--- src/rtl/uart_cmd_pkg.sv ---
// Shared types and constants for the UART command responder.
package uart_cmd_pkg;

    typedef enum logic [2:0] {
        StIdle,
        StGetAddr,
        StGetData,
        StBus,
        StSend,
        StWaitHi,
        StWaitLo
    } state_e;

    localparam logic [7:0] CMD_RD  = 8'h52;
    localparam logic [7:0] CMD_WR  = 8'h57;
    localparam logic [7:0] RSP_OK  = 8'h4B;
    localparam logic [7:0] RSP_ERR = 8'h3F;

    localparam int unsigned WAIT_HI_LIMIT = 4;

endpackage

--- src/rtl/uart_cmd_timeout.sv ---
// Saturating baud-tick counter that flags an abandoned partial frame.
module uart_cmd_timeout #(
    parameter logic [15:0] TIMEOUT_TICKS = 16'd2560
) (
    input  logic clock,
    input  logic reset,
    input  logic clear,
    input  logic enable,
    output logic expire
);

    logic [15:0] cnt_q;

    always_ff @(posedge clock or negedge reset) begin
        if (!reset) begin
            cnt_q <= 16'd0;
        end else if (clear) begin
            cnt_q <= 16'd0;
        end else if (enable && (cnt_q != 16'hFFFF)) begin
            cnt_q <= cnt_q + 16'd1;
        end
    end

    assign expire = (cnt_q >= TIMEOUT_TICKS);

endmodule

--- src/rtl/uart_cmd_responder.sv ---
// Parses R/W command frames from the UART, runs one register-bus access, returns a reply byte.
// Optional partial-frame timeout enabled by defining UART_CMD_TIMEOUT_EN.
module uart_cmd_responder
    import uart_cmd_pkg::*;
#(
    parameter logic [15:0] TIMEOUT_TICKS = 16'd2560
) (
    input  logic       clock,
    input  logic       reset,
    input  logic [7:0] rx_data,
    input  logic       new_rx_data,
    input  logic       baud_clk,
    output logic [7:0] tx_data,
    output logic       tx_begin,
    input  logic       tx_busy,
    output logic [7:0] reg_addr,
    output logic [7:0] reg_wdata,
    output logic       reg_wr,
    output logic       reg_rd,
    input  logic [7:0] reg_rdata,
    input  logic       reg_ack,
    output logic       frame_err
);

    state_e     state_q, state_d;
    logic       is_wr_q, is_wr_d;
    logic [7:0] tx_data_q, tx_data_d;
    logic       tx_begin_q, tx_begin_d;
    logic [7:0] addr_q, addr_d;
    logic [7:0] wdata_q, wdata_d;
    logic       reg_wr_q, reg_wr_d;
    logic       reg_rd_q, reg_rd_d;
    logic       frame_err_q, frame_err_d;
    logic       err_dly_q, err_dly_d;
    logic [2:0] wait_cnt_q, wait_cnt_d;

    logic in_get;
    logic busy_state;
    logic timeout_expire;

    assign in_get     = (state_q == StGetAddr) || (state_q == StGetData);
    assign busy_state = (state_q == StBus) || (state_q == StSend) ||
                        (state_q == StWaitHi) || (state_q == StWaitLo);

`ifdef UART_CMD_TIMEOUT_EN
    uart_cmd_timeout #(
        .TIMEOUT_TICKS(TIMEOUT_TICKS)
    ) u_timeout (
        .clock  (clock),
        .reset  (reset),
        .clear  (new_rx_data | ~in_get),
        .enable (baud_clk & in_get),
        .expire (timeout_expire)
    );
`else
    logic unused_timeout;
    assign unused_timeout = ^{baud_clk, TIMEOUT_TICKS};
    assign timeout_expire = 1'b0;
`endif

    always_comb begin
        state_d     = state_q;
        is_wr_d     = is_wr_q;
        tx_data_d   = tx_data_q;
        tx_begin_d  = 1'b0;
        addr_d      = addr_q;
        wdata_d     = wdata_q;
        reg_wr_d    = reg_wr_q;
        reg_rd_d    = reg_rd_q;
        // Unknown-command error is delayed one cycle so it lines up with the reply strobe.
        frame_err_d = err_dly_q;
        err_dly_d   = 1'b0;
        wait_cnt_d  = wait_cnt_q;

        if (new_rx_data && busy_state) begin
            frame_err_d = 1'b1;
        end

        unique case (state_q)
            StIdle: begin
                if (new_rx_data) begin
                    if ((rx_data == CMD_RD) || (rx_data == CMD_WR)) begin
                        is_wr_d = (rx_data == CMD_WR);
                        state_d = StGetAddr;
                    end else begin
                        tx_data_d = RSP_ERR;
                        err_dly_d = 1'b1;
                        state_d   = StSend;
                    end
                end
            end
            StGetAddr: begin
                if (new_rx_data) begin
                    addr_d = rx_data;
                    if (is_wr_q) begin
                        state_d = StGetData;
                    end else begin
                        reg_rd_d = 1'b1;
                        state_d  = StBus;
                    end
                end else if (timeout_expire) begin
                    frame_err_d = 1'b1;
                    state_d     = StIdle;
                end
            end
            StGetData: begin
                if (new_rx_data) begin
                    wdata_d  = rx_data;
                    reg_wr_d = 1'b1;
                    state_d  = StBus;
                end else if (timeout_expire) begin
                    frame_err_d = 1'b1;
                    state_d     = StIdle;
                end
            end
            StBus: begin
                if (reg_ack) begin
                    reg_rd_d  = 1'b0;
                    reg_wr_d  = 1'b0;
                    tx_data_d = is_wr_q ? RSP_OK : reg_rdata;
                    state_d   = StSend;
                end
            end
            StSend: begin
                if (!tx_busy) begin
                    tx_begin_d = 1'b1;
                    wait_cnt_d = 3'd0;
                    state_d    = StWaitHi;
                end
            end
            StWaitHi: begin
                if (tx_busy) begin
                    state_d = StWaitLo;
                end else if (wait_cnt_q == 3'(WAIT_HI_LIMIT - 1)) begin
                    state_d = StIdle;
                end else begin
                    wait_cnt_d = wait_cnt_q + 3'd1;
                end
            end
            StWaitLo: begin
                if (!tx_busy) begin
                    state_d = StIdle;
                end
            end
            default: begin
                state_d = StIdle;
            end
        endcase
    end

    always_ff @(posedge clock or negedge reset) begin
        if (!reset) begin
            state_q     <= StIdle;
            is_wr_q     <= 1'b0;
            tx_data_q   <= 8'h00;
            tx_begin_q  <= 1'b0;
            addr_q      <= 8'h00;
            wdata_q     <= 8'h00;
            reg_wr_q    <= 1'b0;
            reg_rd_q    <= 1'b0;
            frame_err_q <= 1'b0;
            err_dly_q   <= 1'b0;
            wait_cnt_q  <= 3'd0;
        end else begin
            state_q     <= state_d;
            is_wr_q     <= is_wr_d;
            tx_data_q   <= tx_data_d;
            tx_begin_q  <= tx_begin_d;
            addr_q      <= addr_d;
            wdata_q     <= wdata_d;
            reg_wr_q    <= reg_wr_d;
            reg_rd_q    <= reg_rd_d;
            frame_err_q <= frame_err_d;
            err_dly_q   <= err_dly_d;
            wait_cnt_q  <= wait_cnt_d;
        end
    end

    assign tx_data   = tx_data_q;
    assign tx_begin  = tx_begin_q;
    assign reg_addr  = addr_q;
    assign reg_wdata = wdata_q;
    assign reg_wr    = reg_wr_q;
    assign reg_rd    = reg_rd_q;
    assign frame_err = frame_err_q;

endmodule

--- config.mk ---
export PLATFORM = sky130hd
export DESIGN_NAME = uart_cmd_responder
export DESIGN_NICKNAME = d
export VERILOG_FILES = /design/src/rtl/uart_cmd_pkg.sv /design/src/rtl/uart_cmd_timeout.sv /design/src/rtl/uart_cmd_responder.sv
export SDC_FILE = /design/constraint.sdc
export NUM_CORES = 1
export LEC_CHECK = 0
export CAP_MARGIN = 20
export CORE_ASPECT_RATIO = 1.75
export CORE_MARGIN = 2
export CORE_UTILIZATION = 46
export DETAILED_ROUTE_END_ITERATION = 8
export PLACE_DENSITY = 0.79
export SYNTH_ARGS = -nofsm -noshare
export SYNTH_HDL_FRONTEND = slang
export SYNTH_HIERARCHICAL = 1
export SYNTH_SLANG_ARGS = --single-unit
--- constraint.sdc ---
create_clock -name clock -period 2.1 [get_ports clock]
set_clock_uncertainty 0.05 [all_clocks]
set_input_delay 0.63 -clock clock [delete_from_list [all_inputs] [get_ports clock]]
set_output_delay 0.63 -clock clock [all_outputs]
set_load 0.02 [all_outputs]
==> images/layer_met1.png <==
Bar = 10 um. Supply wires on this layer in grey.
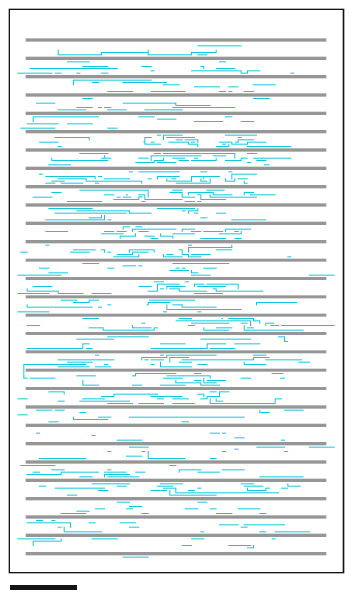
The wires run mostly horizontal. The layer holds 36% of the routed length. The layer carries 1370 um of wire. The longest straight run is 17.0 um. 200 nets have wire on it.
Vias: 1307
wire length reported by the detailed router: 3850 um
GRT met1 Usage: 21.1%

==> images/layer_met2.png <==
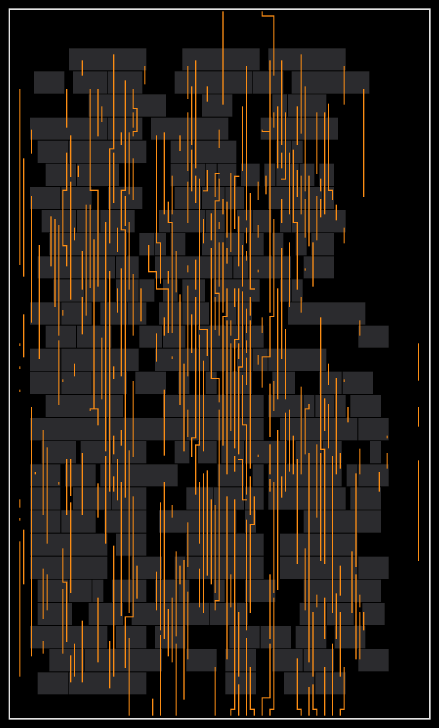
The layer carries 2220 um of wire. The layer holds 58% of the routed length. The longest straight run is 31.4 um.
met2 track demand over resource: 40.2%

==> images/layer_met3.png <==
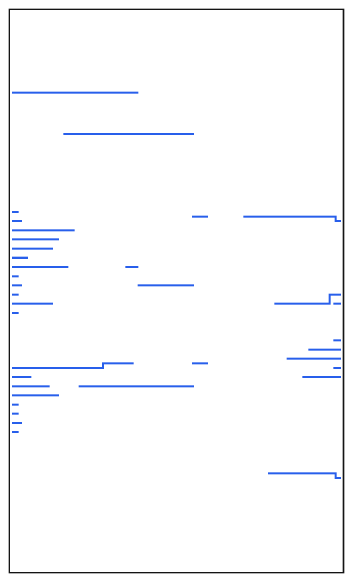
31 nets have wire on it. The longest straight run is 19.1 um.

==> qor.csv <==
metric,value,unit
Tcrit/Tclk final,92.9,%
routed vias/inst,5.21,
prevailing post-synth register cell,dfrtp_1,
average instance area after synthesis,11.8,um2
flip-flop and latch count after synthesis,36,
number of buffer and inverter stages on the critical path,1,
Post-Synthesis Cells,140,
RR Endpoint,tx_data[3],
launch point of the worst reg-to-reg path,state_q[0],
startpoint of the lowest-slack hold path,err_dly_q,
fillers,281,
worst setup slack after placement,-0.120,ns
clock tree from TritonCTS,yes,
Leakage,1.03,nW
WS Path Type,flop to primary output,
power per standard cell area,1360,mW/mm2
GRT Util Overall,21.5,%
I/O pin cnt,50,
required time worst endpoint,1.42,ns
Worst Path Max Fanout,2,
depth of the critical timing path with buffers and inverters included,1,
yosys warning tally,6,
category of the worst setup path capture point,primary output,
buffer levels on the longest clock path,2,
"Slowest-stage cell, CP",clkdlybuf4s50_1,
clock root buffer,clkbuf_8,
cell row count,28,
run status,"complete, no violations",
startpoint type of the worst setup path,flop,
HPWL after detailed placement,2970,um
net count after synthesis,164,
shortest clock period the worst path allows after layout,1.95,ns
total die area,0.00411,mm2
Detail Route Antenna Nets,0,
DRC violations left,0,
Top area cell types,"dfrtp_1 54%, mux2_1 5.4%, mux2_2 5.4%",
data arrival time of the critical path,1.27,ns
most numerous cell in the Yosys netlist,dfrtp_1,
cell area reported after detailed placement,0.00227,mm2
total of buffers placed on input and output ports,48,
proportion of synthesized chip area in sequential cells,54.5,%
area delta synth->final,42.7,%
PostCTS Resize Cnt,0,
GP Congestion,0.782,
setup repair bufs after CTS,0,
[state kept, by name (all words and copies together), names as in the netlist]
signal      flops
err_dly_q       1
frame_err       1
is_wr_q         1
reg_addr        8
reg_rd          1
reg_wdata       8
reg_wr          1
state_q         3
tx_begin        1
tx_data         8
wait_cnt_q      3
[how the worst max path moves through the flow]
| stage | end | start | slack, ns |
|---|---|---|---|
| floorplan | state_q[0] | wait_cnt_q[0] | 0.45 |
| global placement | tx_data[5] | rx_data[5] | -0.06 |
| detailed placement | tx_data[2] | rx_data[5] | -0.12 |
| CTS | reg_wdata[4] | reg_wdata[4] | 0.14 |
| global route | tx_data[2] | new_rx_data | 0.08 |
| finish | reg_wdata[2] | reg_wdata[2] | 0.15 |
[placed cells by master (no fill, tap or decap), types with 2 or more instances in the layout]
master	netlist	final
clkdlybuf4s50_1	0	48
dfrtp_1	36	36
buf_4	1	15
nor2_1	9	9
inv_1	8	8
nand2_1	8	8
mux2_2	8	8
o21ai_0	8	8
mux2_1	8	8
a21oi_1	6	6
clkbuf_8	0	6
nor3_1	4	4
o22ai_1	4	4
nand2b_1	3	3
a2bb2oi_1	3	3
o22a_1	3	3
nor2b_1	2	2
nand2_2	2	2
o211ai_1	2	2
ha_1	2	2
[stage by stage]
step                      cells  util [%]
after floorplan             140         -
after global placement      243      66.7
after detailed placement    243      66.7
after CTS                   251      69.4
after global routing        251      69.4
final                       251      69.4
[metal layers]
metal,up-vias,share of wire [%],GRT usage [%]
li1,626,-,-
met5,-,0,0
met2,35,58,40.2
met3,7,5.3,6.47
met1,639,36,21.1
met4,0,1.6,8.83
[logic make-up after synthesis]
group / share of synthesized area [%]
adders and majority gates: 1.51
buffers and inverters: 4.09
AOI/OAI and AO/OA: 13.8
muxes: 10.9
xor gates and xnor gates: 1.06
DFF: 54.5
and+or+nand+nor: 14.2
[where the power goes]
part	switching, W	internal, W	total, W
Clock	0.000246	0.000266	0.000512
Combinational	0.000713	0.000774	0.00149
Sequential	0.000237	0.000984	0.00122
Total	0.00120	0.00202	0.00322
[final cells by class]
type	instances	area, um2	area share (%)
Sequential cell	36	901	38.2
Multi-Input combinational cell	91	686	29.1
Timing Repair Buffer	63	593	25.1
Clock buffer	7	86.3	3.66
Tap cell	45	56.3	2.39
Inverter	8	30.0	1.27
Clock inverter	1	7.51	0.318
Power figures rest on the tool's default switching activity, not on a simulated workload.
